File: config.mk
export PLATFORM = sky130hd
export DESIGN_NAME = div_seq
export DESIGN_NICKNAME = d
export VERILOG_FILES = /design/src/rtl/div_seq_pkg.sv /design/src/rtl/subtractor.sv /design/src/rtl/div_seq.sv
export SDC_FILE = /design/constraint.sdc
export NUM_CORES = 1
export LEC_CHECK = 0
export CAP_MARGIN = 20
export CORE_MARGIN = 2
export CORE_UTILIZATION = 45
export CTS_CLUSTER_DIAMETER = 120
export DETAILED_ROUTE_END_ITERATION = 12
export GPL_ROUTABILITY_DRIVEN = 0
export SETUP_SLACK_MARGIN = 0.02
export SLEW_MARGIN = 5
export SYNTH_ARGS = -nofsm -noshare
export SYNTH_HDL_FRONTEND = slang
export SYNTH_HIERARCHICAL = 1
export SYNTH_SLANG_ARGS = --single-unit
File: constraint.sdc
create_clock -name clk -period 5.7 [get_ports clk]
set_input_delay 1.425 -clock clk [delete_from_list [all_inputs] [get_ports clk]]
set_output_delay 1.425 -clock clk [all_outputs]
set_load 0.02 [all_outputs]
File: src/rtl/div_seq_pkg.sv
`default_nettype none
// ============================================================================
// Module      : div_seq_pkg
// Description : Shared ALU definitions for the sequential RV32M divider:
//               operation encodings, FSM state encoding (2-bit), XLEN and
//               small helper functions that classify an operation.
// Revision    : 1.0 - initial release
// ============================================================================
package div_seq_pkg;

   localparam int XLEN_DEF = 32;

   // Operation encodings driven on the op port.
   localparam logic [1:0] OP_DIV  = 2'b00;
   localparam logic [1:0] OP_DIVU = 2'b01;
   localparam logic [1:0] OP_REM  = 2'b10;
   localparam logic [1:0] OP_REMU = 2'b11;

   // Divider FSM states.
   typedef enum logic [1:0] {
      ST_IDLE = 2'd0,
      ST_CALC = 2'd1,
      ST_SIGN = 2'd2,
      ST_DONE = 2'd3
   } div_state_e;

   // op[0] clear selects the signed flavour (DIV / REM).
   function automatic logic is_signed_op(input logic [1:0] op);
      return ~op[0];
   endfunction

   // op[1] set selects the remainder flavour (REM / REMU).
   function automatic logic is_rem_op(input logic [1:0] op);
      return op[1];
   endfunction

endpackage
`default_nettype wire

File: src/rtl/subtractor.sv
`default_nettype none
// ============================================================================
// Module      : subtractor
// Description : Ripple-style subtractor a - b computed as a + ~b + cin.
//               cout is the "no borrow" flag when cin = 1.
// Ports       : a, b   - WIDTH-bit operands
//               cin    - carry in (1 for a true subtraction)
//               diff   - WIDTH-bit difference
//               cout   - carry out, 1 when a >= b (unsigned) with cin = 1
// Revision    : 1.0 - initial release
// ============================================================================
module subtractor #(
   parameter int WIDTH = 32
) (
   input  logic [WIDTH-1:0] a,
   input  logic [WIDTH-1:0] b,
   input  logic             cin,
   output logic [WIDTH-1:0] diff,
   output logic             cout
);

   assign {cout, diff} = {1'b0, a} + {1'b0, ~b} + {{WIDTH{1'b0}}, cin};

endmodule
`default_nettype wire

File: src/rtl/div_seq.sv
`default_nettype none
// ============================================================================
// Module      : div_seq
// Description : Sequential RV32M divider (DIV/DIVU/REM/REMU), radix-2
//               restoring algorithm, one quotient bit per cycle. A single
//               subtractor is shared between the trial subtraction (CALC)
//               and the final sign correction (SIGN).
// Ports       : clk    - clock, rising edge
//               rst    - synchronous active-high reset
//               start  - issue request, accepted only in IDLE
//               op     - 00 DIV, 01 DIVU, 10 REM, 11 REMU
//               rs1    - dividend, sampled on accept
//               rs2    - divisor, sampled on accept
//               busy   - high in every state except IDLE
//               done   - one-cycle pulse, result valid
//               result - quotient or remainder, held until next accept
// Revision    : 1.0 - initial release
// ============================================================================
module div_seq
   import div_seq_pkg::*;
#(
   parameter int XLEN = 32
) (
   input  logic            clk,
   input  logic            rst,
   input  logic            start,
   input  logic [1:0]      op,
   input  logic [XLEN-1:0] rs1,
   input  logic [XLEN-1:0] rs2,
   output logic            busy,
   output logic            done,
   output logic [XLEN-1:0] result
);

   localparam logic [XLEN-1:0] MIN_INT  = {1'b1, {(XLEN-1){1'b0}}};
   localparam logic [XLEN-1:0] ALL_ONES = {XLEN{1'b1}};
   localparam logic [4:0]      LAST_IT  = 5'd31;

   div_state_e      state_q, state_d;
   logic [1:0]      op_q, op_d;
   logic [XLEN-1:0] rem_q, rem_d;     // partial remainder R
   logic [XLEN-1:0] quo_q, quo_d;     // dividend shifting out / quotient in, Q
   logic [XLEN-1:0] dvs_q, dvs_d;     // divisor magnitude D
   logic [4:0]      count_q, count_d;
   logic            neg_quo_q, neg_quo_d;
   logic            neg_rem_q, neg_rem_d;
   logic [XLEN-1:0] result_q, result_d;

   logic [XLEN-1:0] shifted;          // S = {R[30:0], Q[31]}
   logic [XLEN-1:0] sub_a, sub_b;
   logic [XLEN-1:0] sub_diff;
   logic            sub_cout;
   logic [XLEN-1:0] sign_src;         // unsigned quotient or remainder to correct
   logic            sign_neg;
   logic [XLEN-1:0] abs_rs1, abs_rs2;
   logic            signed_op;

   assign shifted  = {rem_q[XLEN-2:0], quo_q[XLEN-1]};
   assign sign_src = is_rem_op(op_q) ? rem_q : quo_q;
   assign sign_neg = is_rem_op(op_q) ? neg_rem_q : neg_quo_q;

   // Operand magnitudes at accept; negation done inline so the shared
   // subtractor stays dedicated to CALC/SIGN.
   assign signed_op = is_signed_op(op);
   assign abs_rs1   = (signed_op && rs1[XLEN-1]) ? (~rs1 + XLEN'(1)) : rs1;
   assign abs_rs2   = (signed_op && rs2[XLEN-1]) ? (~rs2 + XLEN'(1)) : rs2;

   // Shared subtractor input mux: trial subtract in CALC, 0 - value in SIGN.
   always_comb begin
      sub_a = shifted;
      sub_b = dvs_q;
      if (state_q == ST_SIGN) begin
         sub_a = '0;
         sub_b = sign_src;
      end
   end

   subtractor #(.WIDTH(XLEN)) u_sub (
      .a    (sub_a),
      .b    (sub_b),
      .cin  (1'b1),
      .diff (sub_diff),
      .cout (sub_cout)
   );

   always_comb begin
      state_d   = state_q;
      op_d      = op_q;
      rem_d     = rem_q;
      quo_d     = quo_q;
      dvs_d     = dvs_q;
      count_d   = count_q;
      neg_quo_d = neg_quo_q;
      neg_rem_d = neg_rem_q;
      result_d  = result_q;

      unique case (state_q)
         ST_IDLE: begin
            if (start) begin
               op_d = op;
               if (rs2 == '0) begin
                  // Divide by zero: RISC-V defined result, no iteration.
                  result_d = is_rem_op(op) ? rs1 : ALL_ONES;
                  state_d  = ST_DONE;
               end else if (signed_op && rs1 == MIN_INT && rs2 == ALL_ONES) begin
                  // Signed overflow: -2^31 / -1.
                  result_d = is_rem_op(op) ? '0 : MIN_INT;
                  state_d  = ST_DONE;
               end else begin
                  rem_d     = '0;
                  quo_d     = abs_rs1;
                  dvs_d     = abs_rs2;
                  count_d   = '0;
                  neg_quo_d = signed_op & (rs1[XLEN-1] ^ rs2[XLEN-1]);
                  neg_rem_d = signed_op & rs1[XLEN-1];
                  state_d   = ST_CALC;
               end
            end
         end

         ST_CALC: begin
            // R[31] set means S really is a 33-bit value larger than D.
            if (rem_q[XLEN-1] | sub_cout) begin
               rem_d = sub_diff;
               quo_d = {quo_q[XLEN-2:0], 1'b1};
            end else begin
               rem_d = shifted;
               quo_d = {quo_q[XLEN-2:0], 1'b0};
            end
            count_d = count_q + 5'd1;
            if (count_q == LAST_IT) begin
               state_d = ST_SIGN;
            end
         end

         ST_SIGN: begin
            result_d = sign_neg ? sub_diff : sign_src;
            state_d  = ST_DONE;
         end

         ST_DONE: begin
            state_d = ST_IDLE;
         end

         default: state_d = ST_IDLE;
      endcase
   end

   always_ff @(posedge clk) begin
      if (rst) begin
         state_q   <= ST_IDLE;
         op_q      <= OP_DIV;
         rem_q     <= '0;
         quo_q     <= '0;
         dvs_q     <= '0;
         count_q   <= '0;
         neg_quo_q <= 1'b0;
         neg_rem_q <= 1'b0;
         result_q  <= '0;
      end else begin
         state_q   <= state_d;
         op_q      <= op_d;
         rem_q     <= rem_d;
         quo_q     <= quo_d;
         dvs_q     <= dvs_d;
         count_q   <= count_d;
         neg_quo_q <= neg_quo_d;
         neg_rem_q <= neg_rem_d;
         result_q  <= result_d;
      end
   end

   assign busy   = (state_q != ST_IDLE);
   assign done   = (state_q == ST_DONE);
   assign result = result_q;

endmodule
`default_nettype wire

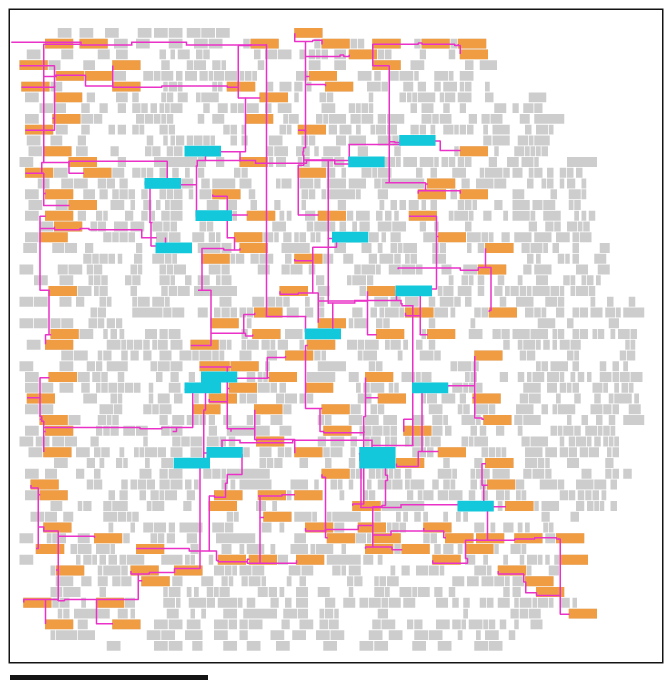
Figure 1: clock wires, drivers and flops.
The bar under the picture is 50 microns long.
[magenta] clock wires | length: 2050 microns
[cyan] clock drivers | count: 17
[orange] flip-flops | count: 138
flops lie: widely spread
routed clock nets: 18
Clk pwr share: 0.226
clock skew: 0.0167 ns
Late-Pin Clk Latency: 0.44 ns
P_clk: 1.29 mW

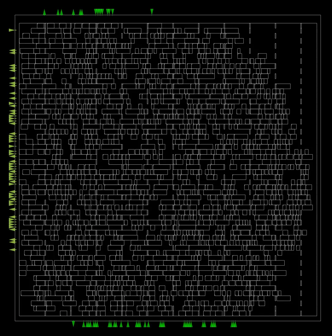
Figure 2: placed standard cells.
n_taps: 330
fin util: 0.531
Flops: 138
fillers: 2490
core box area: 25300 sq um

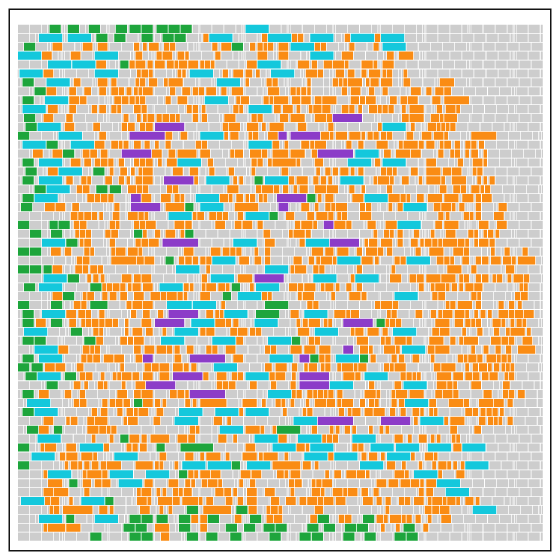
Figure 3: placed cells, one colour a class.
Fill, decap, tap and diode cells in grey.
[cyan] flops | cells: 138
[purple] clock drivers and dummy loads | cells: 30
[green] other buffers and delay cells | cells: 131
[orange] combinational and other logic | cells: 1320
Core Rows: 58
sequential share of cell area: 0.206
final instance area: 13400 sq um

==> run_results.csv <==
group,metric,value,unit
outcome,status,"completed",
min_path,min_path_cells,2,
finish,biggestCellCategory,"combinational gates",
setup_path,cpPeakStageDelay,0.49,ns
job,cap_violations,0,
finish,logic_gates,1232,
global_routing,grtUsageMet2,0.429,
synthesis,logic_family,"AND-OR/OR-AND gates",
setup_path,r2r-end,"rem_q[24]",
synthesis,ys_chip_area,11600,sq um
global_routing,grt_max_degree,101,
finish,buffer_area_frac,0.0968,
synthesis,netlist.area_leader.share,0.237,
pwr,power_switching,2.72,mW
setup_path,arrival,5.30,ns
synthesis,edf_count,0,
clock_tree,clock-root-buffer,"clkbuf_16",
clock_tree,cts_tree,"built",
timing,fmax,202,MHz
setup_path,r2r.worst_path.cells,18,
setup_path,critPathSlowestCell,"ha_4",
min_path,min_path_type,"flip-flop to flip-flop",
pwr,pwr-share-comb,0.545,
clock_tree,post_cts_resized,0,
global_routing,top_usage_layer,"met1",
setup_path,path_cells,"inv_1, ha_4, buf_4, nor2_1, a21oi_1, inv_1, ha_1, and2b_1, o211ai_1, a2111o_1, nand4_2, o21ai_1, o21ai_1, nor2_2, buf_4, nand2_1, a221o_1, a21oi_1",
synthesis,xor_share,0.0647,
detailed_routing,via_count,12100,
detailed_routing,ant_nets,0,
pwr,vdd_drop_max,0.322,mV
clock_tree,postCtsSetupRepairBufs,0,
placed_design,placed_area,12700,sq um
synthesis,fp_nets,1717,
synthesis,adder_share,0.0475,
global_routing,grt_pass1_vias,11000,
finish,stdcell_count,1949,
setup_path,rrSetupSlack,0.75,ns
detailed_routing,vias_per_cell,6.23,
pwr,maxPowerGroup,"combinational cells",
detailed_routing,met1_length,19200,microns
setup_path,cp-end-kind,"flip-flop",
synthesis,compound_area_frac,0.309,
detailed_routing,drt_pre_antenna_iters,5,
timing,hold_ws,0.460,ns
pwr,pg_comb,3.10,mW
setup_path,cp_max_fo,38,
finish,layout_top_cell,"a21oi_1",
synthesis,ys_cells,1605,
finish,nClkBuffers,17,
pwr,p_seq_frac,0.229,
setup_path,critPathRequiredTime,6.04,ns
placed_design,placedCellCount,1917,
setup_path,startpoint_type,"flip-flop",
synthesis,netlist_top_cells_count,"a21oi_1 (226), dfxtp_1 (138), nand2_1 (137)",
setup_path,rr_startpoint,"state_q[0]",
timing,fin_crit,4.95,ns
finish,logic_area,7970,sq um
global_routing,grt-ovfl-total,0,
detailed_routing,route.detailed.drc,0,
timing,finalWorstSetupSlack,0.748,ns
timing,final_hold_viol_count,0,
global_routing,grt_pass1_wl,62700,microns
finish,drive_gt1_frac,0.0791,
finish,final_nets,1720,
clock_tree,ctsHtreeMaxLevel,4,
synthesis,synth_cell_types,80,
finish,diodes,0,
synthesis,muxShareOfSynthArea,0.0310,
detailed_routing,route.met3.wl,3470,microns
min_path,min_to,"dvs_q[31]",
synthesis,ys_seq_share,0.237,
synthesis,synth_area_leader_cell,"dfxtp_1",
synthesis,yosysWarnings,6,
global_routing,use_met3,0.0588,
pwr,leakagePower,5.13,nW
detailed_routing,met2_length,16900,microns
pwr,power,5.70,mW
synthesis,avgSynthCellArea,7.26,sq um
finish,clk_share,0.0495,
timing,setup_violations,0,
placed_design,pre_cts_slack,0.809,ns
detailed_routing,first_iter_violations,1379,
timing,rsz0062_at_grt,"false",
synthesis,ys_ff,138,
timing,slew_viol_final,0,
global_routing,use_met1,0.444,
floorplan,die_area,27200,sq um
pwr,powerDensity,424,nW/um^2
synthesis,synth-simple-area-share,0.228,
finish,area_growth,15.4,%
min_path,min-delay-start,"dvs_q[31]",
floorplan,io_pins,103,
synthesis,synthFlopType,"dfxtp_1",
synthesis,yosys-top-cells-area,"dfxtp_1 (24%), a21oi_1 (9.7%), nand2_1 (4.4%)",
timing,tns,0,ns
job,tool_warnings,32,
setup_path,critPathCapture,"rem_q[24]",
setup_path,critPathLaunch,"state_q[0]",
setup_path,cp_num_buf_inv,4,
synthesis,syn_inst,1605,
timing,worstMarginPinSlew,1.14,ns
finish,buffers,131,
timing,finalCritPeriodShare,0.869,
finish,lay_top_cells,"a21oi_1 (226), dfxtp_1 (137), nand2_1 (136), nor2_1 (110), clkdlybuf4s50_1 (101)",
synthesis,top_cell,"a21oi_1",
floorplan,initial_core_util,0.460,
setup_path,worst-path-stages,18,
pwr,switching_share,0.478,
synthesis,async_flop_share,0,
placed_design,hpwl,29200,microns
pwr,powerSeq,1.31,mW
finish,comb-cell-share,0.593,
clock_tree,ctsLongestPathBuffers,2,
global_routing,antenna_found_initial,0,
timing,max-slew-margin-rel,0.242,
setup_path,cp_top_family,"AND-OR/OR-AND gates",
detailed_routing,dr.max_layer_used,"met4",
clock_tree,postCtsHoldBufs,0,
clock_tree,clock_sinks,138,
setup_path,crit_type,"flip-flop to flip-flop",
clock_tree,clk_pin_slew,0.07,ns
pwr,p_int,2.97,mW
finish,regArea,2760,sq um
synthesis,netlist_area,11600,sq um
clock_tree,numCtsBuffers,17,
finish,inverters_excl_clock,88,
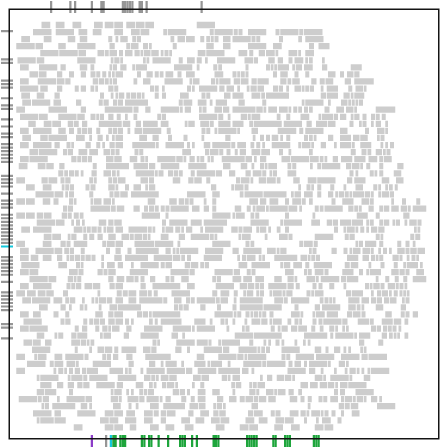
Figure 4: pin placement.
Pins as bars across the die edge, other pins in grey.
[purple] `done` | pins: 1 | direction: output | edge: bottom
[green] `rs2` | pins: 32 | direction: input | edge: bottom
[cyan] `op` | pins: 2 | direction: input | edge: 1 bottom, 1 left
die height: 165 microns
Buffers on Ports: 102
chip width: 165 microns

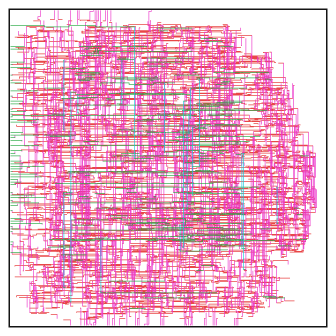
Figure 5: wiring by layer.
[red] metal 1 | wire length: 19200 microns
[cyan] metal 4 | wire length: 723 microns
[magenta] metal 2 | wire length: 16900 microns
[green] metal 3 | wire length: 3470 microns
Total Routing Usage GR: 0.296
drt total wl: 40200 microns
DR WL/cell: 20.6 microns

Power and IR drop assume default switching activity.
